[src/rtl/jt900h_busarb_pkg.sv]
// Shared types for the jt900h external RAM arbiter: FSM states and owner codes.
package jt900h_busarb_pkg;

   typedef enum logic {
      IDLE = 1'b0,
      ACC  = 1'b1
   } state_t;

   localparam logic OWN_CPU = 1'b0;
   localparam logic OWN_DMA = 1'b1;

endpackage

[src/rtl/jt900h_busarb_pick.sv]
// Combinational winner selection between the CPU and micro-DMA ports.
module jt900h_busarb_pick
   import jt900h_busarb_pkg::*;
(
   input  logic cpu_elig,
   input  logic dma_elig,
   input  logic dma_pri,
   input  logic rr_last,
   output logic valid,
   output logic winner
);

   // On contention either DMA has fixed priority or the port not served last wins.
   always_comb begin
      valid  = cpu_elig | dma_elig;
      winner = OWN_CPU;
      if (cpu_elig && dma_elig) begin
         winner = dma_pri ? OWN_DMA : ~rr_last;
      end else if (dma_elig) begin
         winner = OWN_DMA;
      end
   end

endmodule

[src/rtl/jt900h_busarb.sv]
// Two-port arbiter for the single 16-bit external RAM: CPU memory controller vs micro-DMA.
module jt900h_busarb
   import jt900h_busarb_pkg::*;
#(
   parameter int AW = 24,
   parameter int WW = 3
) (
   input  logic          clk,
   input  logic          rst,
   input  logic          cen,
   input  logic          cpu_req,
   input  logic [AW-1:0] cpu_addr,
   input  logic [15:0]   cpu_din,
   input  logic [1:0]    cpu_we,
   output logic          cpu_ack,
   output logic [15:0]   cpu_dout,
   input  logic          dma_req,
   input  logic [AW-1:0] dma_addr,
   input  logic [15:0]   dma_din,
   input  logic [1:0]    dma_we,
   output logic          dma_ack,
   output logic [15:0]   dma_dout,
   input  logic          dma_pri,
   input  logic [WW-1:0] wait_cfg,
   output logic [AW-1:0] ram_addr,
   output logic [15:0]   ram_din,
   output logic [1:0]    ram_we,
   output logic          ram_cs,
   input  logic [15:0]   ram_dout,
   input  logic          ram_ok,
   output logic          owner
);

   state_t        state, next_state;
   logic [WW-1:0] cnt;
   logic          rr_ptr, rr_seen, rr_last;
   logic          cpu_elig, dma_elig, pick_valid, pick_winner;
   logic          grant, done;

   // A port still seeing its ack is excluded so a late req drop cannot cause a double grant.
   assign cpu_elig = cpu_req & ~cpu_ack;
   assign dma_elig = dma_req & ~dma_ack;
   // Until the first completion the CPU is treated as favoured on a tie.
   assign rr_last  = rr_seen ? rr_ptr : OWN_DMA;

   jt900h_busarb_pick u_pick (
      .cpu_elig (cpu_elig),
      .dma_elig (dma_elig),
      .dma_pri  (dma_pri),
      .rr_last  (rr_last),
      .valid    (pick_valid),
      .winner   (pick_winner)
   );

   always_ff @(posedge clk or posedge rst) begin
      if (rst)      state <= IDLE;
      else if (cen) state <= next_state;
   end

   always_comb begin
      next_state = state;
      case (state)
         IDLE: if (pick_valid)           next_state = ACC;
         ACC:  if (cnt == '0 && ram_ok)  next_state = IDLE;
      endcase
   end

   always_comb begin
      grant = (state == IDLE) && pick_valid;
      done  = (state == ACC) && (cnt == '0) && ram_ok;
   end

   // Bus-cycle datapath: latch on grant, count waits, finish when ready.
   always_ff @(posedge clk or posedge rst) begin
      if (rst) begin
         cnt      <= '0;
         rr_ptr   <= OWN_CPU;
         rr_seen  <= 1'b0;
         owner    <= OWN_CPU;
         ram_addr <= '0;
         ram_din  <= '0;
         ram_we   <= '0;
         ram_cs   <= 1'b0;
         cpu_ack  <= 1'b0;
         dma_ack  <= 1'b0;
         cpu_dout <= '0;
         dma_dout <= '0;
      end else if (cen) begin
         cpu_ack <= 1'b0;
         dma_ack <= 1'b0;
         if (grant) begin
            ram_addr <= pick_winner ? dma_addr : cpu_addr;
            ram_din  <= pick_winner ? dma_din  : cpu_din;
            ram_we   <= pick_winner ? dma_we   : cpu_we;
            ram_cs   <= 1'b1;
            owner    <= pick_winner;
            cnt      <= wait_cfg;
         end else if (state == ACC && cnt != '0) begin
            cnt <= cnt - WW'(1);
         end else if (done) begin
            if (ram_we == 2'b00) begin
               if (owner == OWN_DMA) dma_dout <= ram_dout;
               else                  cpu_dout <= ram_dout;
            end
            if (owner == OWN_DMA) dma_ack <= 1'b1;
            else                  cpu_ack <= 1'b1;
            ram_cs  <= 1'b0;
            ram_we  <= 2'b00;
            rr_ptr  <= owner;
            rr_seen <= 1'b1;
         end
      end
   end

endmodule

[config.mk]
export PLATFORM = sky130hd
export DESIGN_NAME = jt900h_busarb
export DESIGN_NICKNAME = d
export VERILOG_FILES = /design/src/rtl/jt900h_busarb_pkg.sv /design/src/rtl/jt900h_busarb_pick.sv /design/src/rtl/jt900h_busarb.sv
export SDC_FILE = /design/constraint.sdc
export NUM_CORES = 1
export LEC_CHECK = 0
export ABC_CLOCK_PERIOD_IN_PS = 3700
export CORE_MARGIN = 8
export CORE_UTILIZATION = 42
export DETAILED_ROUTE_END_ITERATION = 10
export GPL_TIMING_DRIVEN = 0
export PLACE_DENSITY = 0.83
export SETUP_SLACK_MARGIN = 0.02
export SLEW_MARGIN = 20
export SYNTH_ARGS = -nofsm -noshare
export SYNTH_HDL_FRONTEND = slang
export SYNTH_SLANG_ARGS = --single-unit
export TNS_END_PERCENT = 20
[constraint.sdc]
create_clock -name clk -period 3.7 [get_ports clk]
set_input_delay 0.74 -clock clk [delete_from_list [all_inputs] [get_ports clk]]
set_output_delay 0.74 -clock clk [all_outputs]
set_load 0.005 [all_outputs]
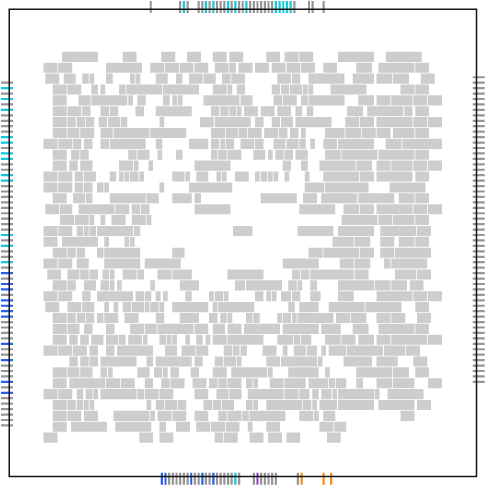
(pin placement)
Scale: 4 px per um. Pins as bars across the die edge, other pins in gray.
cyan -> `dma_addr`  # pins 24, direction input, edge 12 west, 11 north, 1 south
orange -> `wait_cfg`  # pins 3, direction input, edge south
purple -> `dma_pri`  # pins 1, direction input, edge south
blue -> `cpu_din`  # pins 16, direction input, edge 11 west, 5 south
all pins by edge = 64 west, 57 east, 34 north, 33 south
IO Port Bufs: 186
Die Wd: 116 um
Die Y: 116 um

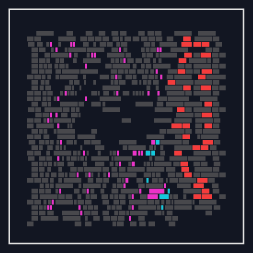
(selected gate families)
Scale: 2 px per um.
cyan -> nor cells  # cells 7, most used nor2_1
red -> mux cells  # cells 32, most used mux2_2
magenta -> nand cells  # cells 54, most used nand2_1
logic share of the area: 29.7%
most used logic cell in the final layout: clkdlybuf4s50_1
final std cells w/o fill: 743

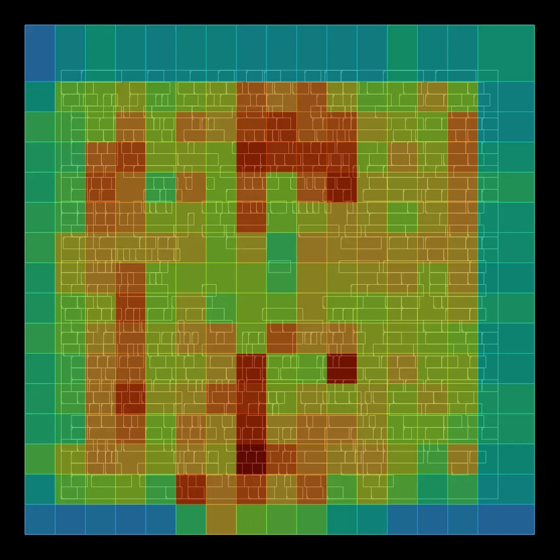
(routing congestion map)
grt met2 use: 35.1%
met3 Use GR: 7.45%
final core utilization: 66.9%
met1 global-route usage: 24.5%
routed len/inst: 18.8 um

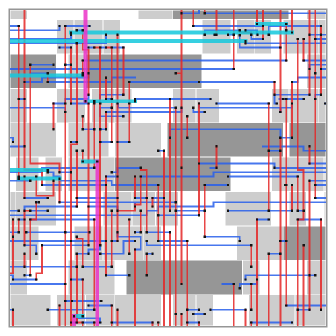
(layout detail)
Window x 46 to 71, y 22 to 47 um. Cells in gray, sequential cells in the stronger gray; small squares are vias.
blue -> M1
cyan -> M3
magenta -> M4
red -> M2
sequential cells in the window = 4
netlist names of flops here include = `ram_we` (2)
cells with their middle in the window = 48
most frequent = clkdlybuf4s50_1 (9), nand2_1 (8), o21ai_0 (6)

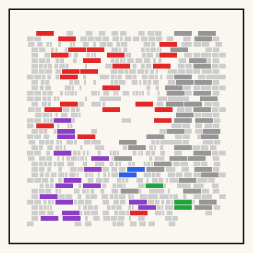
(sequential cells colored by netlist name)
Scale: 2 px per um.
green -> `cnt`  # sequential cells 3
blue -> `ram_we`  # sequential cells 2
purple -> `ram_din`  # sequential cells 16
red -> `ram_addr`  # sequential cells 24
P_seq: 1.44 mW
register area: 2100 sq um
Seq area share: 32.1%

==> results_dict.tcl <==
# collected from the flow reports
set metrics [dict create \
    ys.flop_type "dfrtp_1" \
    r2r-start "cpu_ack$_DFFE_PP0P_" \
    fin_crit_sh_pct 79.2 \
    top_power_group "combinational cells" \
    worstPathRequired_ns 3.92 \
    hold_viol_final 0 \
    max_cap_viol_count 0 \
    max_freq_mhz 341 \
    cts_tree "built" \
    dr_wl_met2_mm 6.71 \
    synth_nets 520 \
    combPwrFrac_pct 41.1 \
    power.density_nw_per_um2 583 \
    ys_cells 408 \
    whs_ns 0.476 \
    ys.flops 84 \
    synth-compound-area-share_pct 16.2 \
    cts_buffers 9 \
    outcome "complete, no violations" \
    warnings 27 \
    clock_area_share_pct 3.75 \
    overflow 0 \
    hp-start "rr_seen$_DFFE_PP0P_" \
    area_delta_synth_final_pct 54.4 \
    tap_cells 133 \
    fin_ws_ns 0.769 \
    critical_path_class "in -> reg" \
    synthTopCellsByCount "dfrtp_1 (84), nand2_1 (48), o21ai_0 (44)" \
    crit_start "cpu_req" \
    clockBufferDepth 2 \
    final_cell_area_sq_um 6540 \
    vias 4060 \
    p_sw_share_pct 30.4 \
    tightest_slew_ns 0.976 \
    power_switching_mw 1.16 \
    synth_warnings 0 \
    rsz0062_at_grt "no" \
    area_leaders "dfrtp_1 (50%), a311oi_1 (8.7%), and2_1 (6.2%)" \
    layout-drive-gt1-share_pct 10.5 \
    endpoint "ram_din[13]$_DFFE_PP0P_" \
    enable_flop_cells 0 \
    rr_worst_depth 5 \
    power_mw 3.81 \
    synth.distinct_cells 34 \
    async_flop_share_pct 100 \
    max_stage_delay_ns 0.80 \
    clkPwrFrac_pct 21.1 \
    top_cell "dfrtp_1" \
    wl_met3_mm 1.32 \
    hold_depth 1 \
    endpoint_kind "flop" \
    antenna_found_initial 0 \
    busiest_layer "met2" \
    top_register "ram_addr" \
    die-area_sq_um 13600 \
    cts-resized-gates 0 \
    placement_rows 36 \
    clockBufferCount 10 \
    ys_sh_xor_pct 0 \
    place_area_sq_um 6290 \
    drc 0 \
    path_cells "clkdlybuf4s50_1 > nor3b_1 > nand2_1 > buf_2 > a311oi_1 > o21ai_0" \
]
Power figures rest on the tool's default switching activity, not on a simulated workload.
